==> src/rtl/panel_key_input_pkg.sv <==
// Shared definitions for the front-panel key input path: FSM encodings and
// default hold/repeat timing derived from the board clock.
package panel_key_input_pkg;

  typedef enum logic [1:0] {
    StIdle   = 2'd0,
    StHeld   = 2'd1,
    StRepeat = 2'd2
  } key_state_e;

  localparam int unsigned BoardClkHz      = 60_000_000;
  // 100 ms before the first repeat, then 20 ms between repeats
  localparam int unsigned DefHoldCycles   = BoardClkHz / 10;
  localparam int unsigned DefRepeatCycles = BoardClkHz / 50;

endpackage

==> src/rtl/panel_key_input_hold_timer.sv <==
// Hold/repeat interval counter: counts enabled cycles and pulses expire on the
// cycle the count reaches limit, restarting from zero.
module hold_timer #(
  parameter int unsigned CNT_W = 24
) (
  input  logic             clk,
  input  logic             reset_n,
  input  logic             clear,
  input  logic             enable,
  input  logic [CNT_W-1:0] limit,
  output logic             expire
);

  logic [CNT_W-1:0] cnt_q, cnt_d;

  assign expire = enable && (cnt_q == limit);

  always_comb begin
    cnt_d = cnt_q;
    if (clear || expire) begin
      cnt_d = '0;
    end else if (enable) begin
      cnt_d = cnt_q + 1'b1;
    end
  end

  always_ff @(posedge clk or negedge reset_n) begin
    if (!reset_n) begin
      cnt_q <= '0;
    end else begin
      cnt_q <= cnt_d;
    end
  end

endmodule

==> src/rtl/panel_key_input.sv <==
// Front-panel key input: turns button presses (with auto-repeat) into switch
// value events delivered through a one-entry valid/ready buffer.
module panel_key_input
  import panel_key_input_pkg::*;
#(
  parameter int unsigned WIDTH         = 8,
  parameter int unsigned HOLD_CYCLES   = DefHoldCycles,
  parameter int unsigned REPEAT_CYCLES = DefRepeatCycles,
  parameter int unsigned CNT_W         = 24
) (
  input  logic             clk,
  input  logic             reset_n,
  input  logic             btn,
  input  logic [WIDTH-1:0] sw,
  input  logic             rd_ready,
  output logic [WIDTH-1:0] rd_data,
  output logic             rd_valid,
  output logic             press,
  output logic             overrun
);

  key_state_e       state_q, state_d;
  logic             btn_q;
  logic             rise;
  logic             evt;
  logic             handshake;
  logic             tmr_clear;
  logic             tmr_expire;
  logic [CNT_W-1:0] tmr_limit;

  assign rise      = btn & ~btn_q;
  assign handshake = rd_valid & rd_ready;

  // Counter only runs while the button is held outside IDLE
  assign tmr_clear = (state_q == StIdle) | ~btn;
  assign tmr_limit = (state_q == StHeld) ? CNT_W'(HOLD_CYCLES - 1) : CNT_W'(REPEAT_CYCLES - 1);

  hold_timer #(
    .CNT_W (CNT_W)
  ) u_timer (
    .clk     (clk),
    .reset_n (reset_n),
    .clear   (tmr_clear),
    .enable  (~tmr_clear),
    .limit   (tmr_limit),
    .expire  (tmr_expire)
  );

  always_comb begin
    state_d = state_q;
    evt     = 1'b0;
    unique case (state_q)
      StIdle: begin
        if (rise) begin
          evt     = 1'b1;
          state_d = StHeld;
        end
      end
      StHeld: begin
        if (!btn) begin
          state_d = StIdle;
        end else if (tmr_expire) begin
          evt     = 1'b1;
          state_d = StRepeat;
        end
      end
      StRepeat: begin
        if (!btn) begin
          state_d = StIdle;
        end else if (tmr_expire) begin
          evt = 1'b1;
        end
      end
      default: state_d = StIdle;
    endcase
  end

  // btn_q resets high so a button held through reset needs a fresh press
  always_ff @(posedge clk or negedge reset_n) begin
    if (!reset_n) begin
      state_q  <= StIdle;
      btn_q    <= 1'b1;
      press    <= 1'b0;
      rd_data  <= '0;
      rd_valid <= 1'b0;
      overrun  <= 1'b0;
    end else begin
      state_q <= state_d;
      btn_q   <= btn;
      press   <= evt;
      if (evt) begin
        if (!rd_valid || rd_ready) begin
          rd_data  <= sw;
          rd_valid <= 1'b1;
        end else begin
          overrun <= 1'b1;
        end
      end else if (handshake) begin
        rd_valid <= 1'b0;
        overrun  <= 1'b0;
      end
    end
  end

endmodule

==> config.mk <==
export PLATFORM = sky130hd
export DESIGN_NAME = panel_key_input
export DESIGN_NICKNAME = d
export VERILOG_FILES = /design/src/rtl/panel_key_input_pkg.sv /design/src/rtl/panel_key_input_hold_timer.sv /design/src/rtl/panel_key_input.sv
export SDC_FILE = /design/constraint.sdc
export NUM_CORES = 1
export LEC_CHECK = 0
export ABC_CLOCK_PERIOD_IN_PS = 3800
export CORE_UTILIZATION = 40
export CTS_BUF_LIST = sky130_fd_sc_hd__clkbuf_8
export DETAILED_ROUTE_END_ITERATION = 16
export PLACE_DENSITY = 0.69
export SLEW_MARGIN = 20
export SYNTH_ARGS = -nofsm -noshare
export SYNTH_HDL_FRONTEND = slang
export SYNTH_SLANG_ARGS = --single-unit
export TNS_END_PERCENT = 100
==> constraint.sdc <==
create_clock -name clk -period 3.8 [get_ports clk]
set_input_delay 0.95 -clock clk [delete_from_list [all_inputs] [get_ports clk]]
set_output_delay 0.95 -clock clk [all_outputs]
set_load 0.05 [all_outputs]
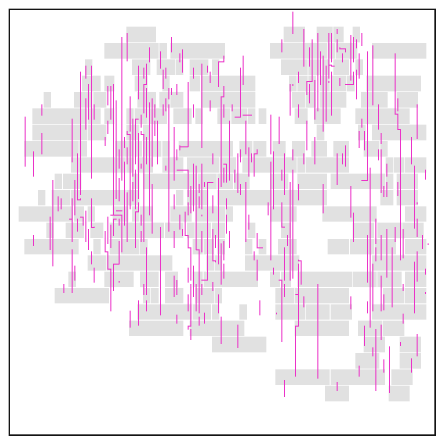
layer_met2.png
(6 px per micron) Cells faint in the background.
The wires run mostly vertical. 183 nets have wire on it. The layer carries 1,500 microns of wire. The longest straight run is 26.5 microns. The layer holds 43% of the routed length.

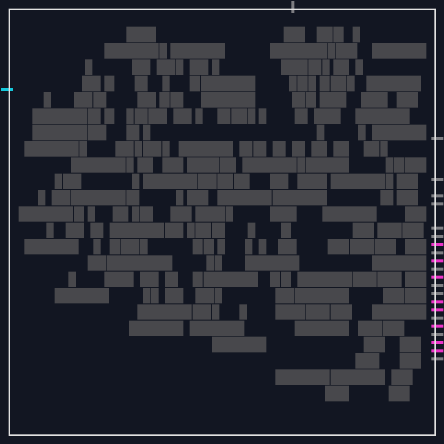
io_placement.png
(6 px per micron) Pins as bars across the die edge, other pins in grey.
clk: in cyan, pins 1, direction input, edge left. sw: in magenta, pins 8, direction input, edge right.
All pins by edge: 21 right, 1 top, 1 left.

==> flow_metrics.tcl <==
# collected from the flow reports
set metrics [dict create \
    status "complete, but fails checks" \
    violations "DRC" \
    criticalPathCategory "in -> reg" \
    mostFrequentLayoutCell "dfrtp_1" \
    r2r-end "rd_data[2]" \
    port_buffers 22 \
    power_density_nw_per_um2 577 \
    nets 226 \
    p_sw_mw 0.482 \
    reg_top3 "u_timer.cnt_q (24), rd_data (8), state_q (2)" \
    critPathCaptureType "register" \
    fin_crit_sh_pct 72.9 \
    drive_gt1_share_pct 10.0 \
    post-route-util_pct 51.1 \
    largest_register_ffs 24 \
    power_frac_seq_pct 38.4 \
    largest_register "u_timer.cnt_q" \
    rsz0062_at_grt "false" \
    syn_area_per_cell_sq_um 10.4 \
    wirelength_mm 3.50 \
    cp_data_arrival_time_ns 2.95 \
    reg2reg_depth 5 \
    worst_slew_pin_slew_ns 0.832 \
    simple_gate_share_pct 23.8 \
    slowest_stage "clkdlybuf4s50_1" \
    grt-ovfl-total 0 \
    fa_ha_area_share_pct 3.31 \
    grt_pass1_wl_mm 6.05 \
    vias 1390 \
    gp_congestion 0.776 \
    holdBufCountCts 0 \
    ys_cells 182 \
    grtUsageTotal_pct 15.6 \
    period_minus_slack_ns 2.77 \
    async_reset_ff_share_pct 100 \
    ys_types 37 \
    slew-limit-headroom_pct 44.1 \
    drv_slew 0 \
    die_w_microns 70.7 \
    whs_path_depth 1 \
    cp-start-kind "input port" \
    grtUsageMet1_pct 20.2 \
    finalInstanceArea_sq_um 2270 \
    min_path_type "reg -> reg" \
    clock-sinks 38 \
    tns_ns 0 \
    yosys_warnings 0 \
    first_global_vias 1319 \
    fp.dieH_microns 70.7 \
    pre_cts_slack_ns 0.723 \
    drc 8 \
    edf_count 0 \
    drt_first_pass_iters 10 \
    ys_area_sq_um 1890 \
    dp_cells 254 \
    cp.buffers_inverters 1 \
    final_cell_mix "37 x dfrtp_1, 31 x nor2_1, 21 x clkdlybuf4s50_1, 18 x xor2_1, 13 x nand2_1" \
    use_met2_pct 24.3 \
    leakage_nw 0.956 \
    dp.final_hpwl_mm 2.49 \
    fin_ws_ns 1.03 \
    hold_viol 0 \
    xor_share_pct 10.2 \
]
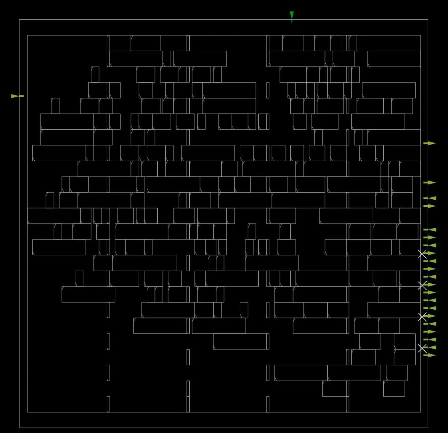
placement.png
Core Rows: 24
Non-Filler Instances: 262
flip-flops: 38

## area by class of cell
cell class,instances,area [sq um]
fillers,407,2170
multi-input cells,136,907
inverters,5,18.8
well taps,52,65.1
clock inverters,3,37.5
clock buffers,5,68.8
repair buffers,23,223
flip-flops and latches,38,952
## power groups by stage
stage | Combinational [mW] | Clock, mW | Sequential (mW)
2_1_floorplan | 0.139 | 0 | 0.696
3_3_place_gp | 0.476 | 0 | 0.511
3_5_place_dp | 0.479 | 0 | 0.513
4_1_cts | 0.480 | 0.343 | 0.505
5_1_grt | 0.510 | 0.354 | 0.513
6_report | 0.477 | 0.331 | 0.503
## worst max path at each step
stage                       from         end  slack [ns]
6_report                     btn  rd_data[2]        1.03
2_1_floorplan  u_timer.cnt_q[12]  rd_data[0]        1.43
4_1_cts                      btn  rd_data[2]        1.03
3_5_place_dp                 btn  rd_data[2]        0.72
3_3_place_gp                 btn  rd_data[3]        0.79
5_1_grt                      btn  rd_data[1]        0.87
## cells in the mapped netlist, drive strengths merged (2+ instances only)
| library cell | n | area (sq um) |
|---|---|---|
| dfrtp | 37 | 926 |
| nor2 | 31 | 116 |
| xor2 | 18 | 158 |
| nand2 | 13 | 48.8 |
| nand3 | 11 | 55.1 |
| nand4 | 9 | 56.3 |
| mux2 | 8 | 90.1 |
| and3 | 6 | 38.8 |
| ha | 5 | 62.6 |
| inv | 5 | 18.8 |
| xnor2 | 4 | 35.0 |
| a211oi | 3 | 35.0 |
| and2 | 3 | 20.0 |
| clkbuf | 3 | 11.3 |
| and4 | 2 | 17.5 |
| nand3b | 2 | 15.0 |
| nor2b | 2 | 12.5 |
| nor3 | 2 | 10.0 |
| o21ai | 2 | 10.0 |
| o31ai | 2 | 15.0 |
| or4b | 2 | 20.0 |
Power is estimated from default activity; no workload was simulated.
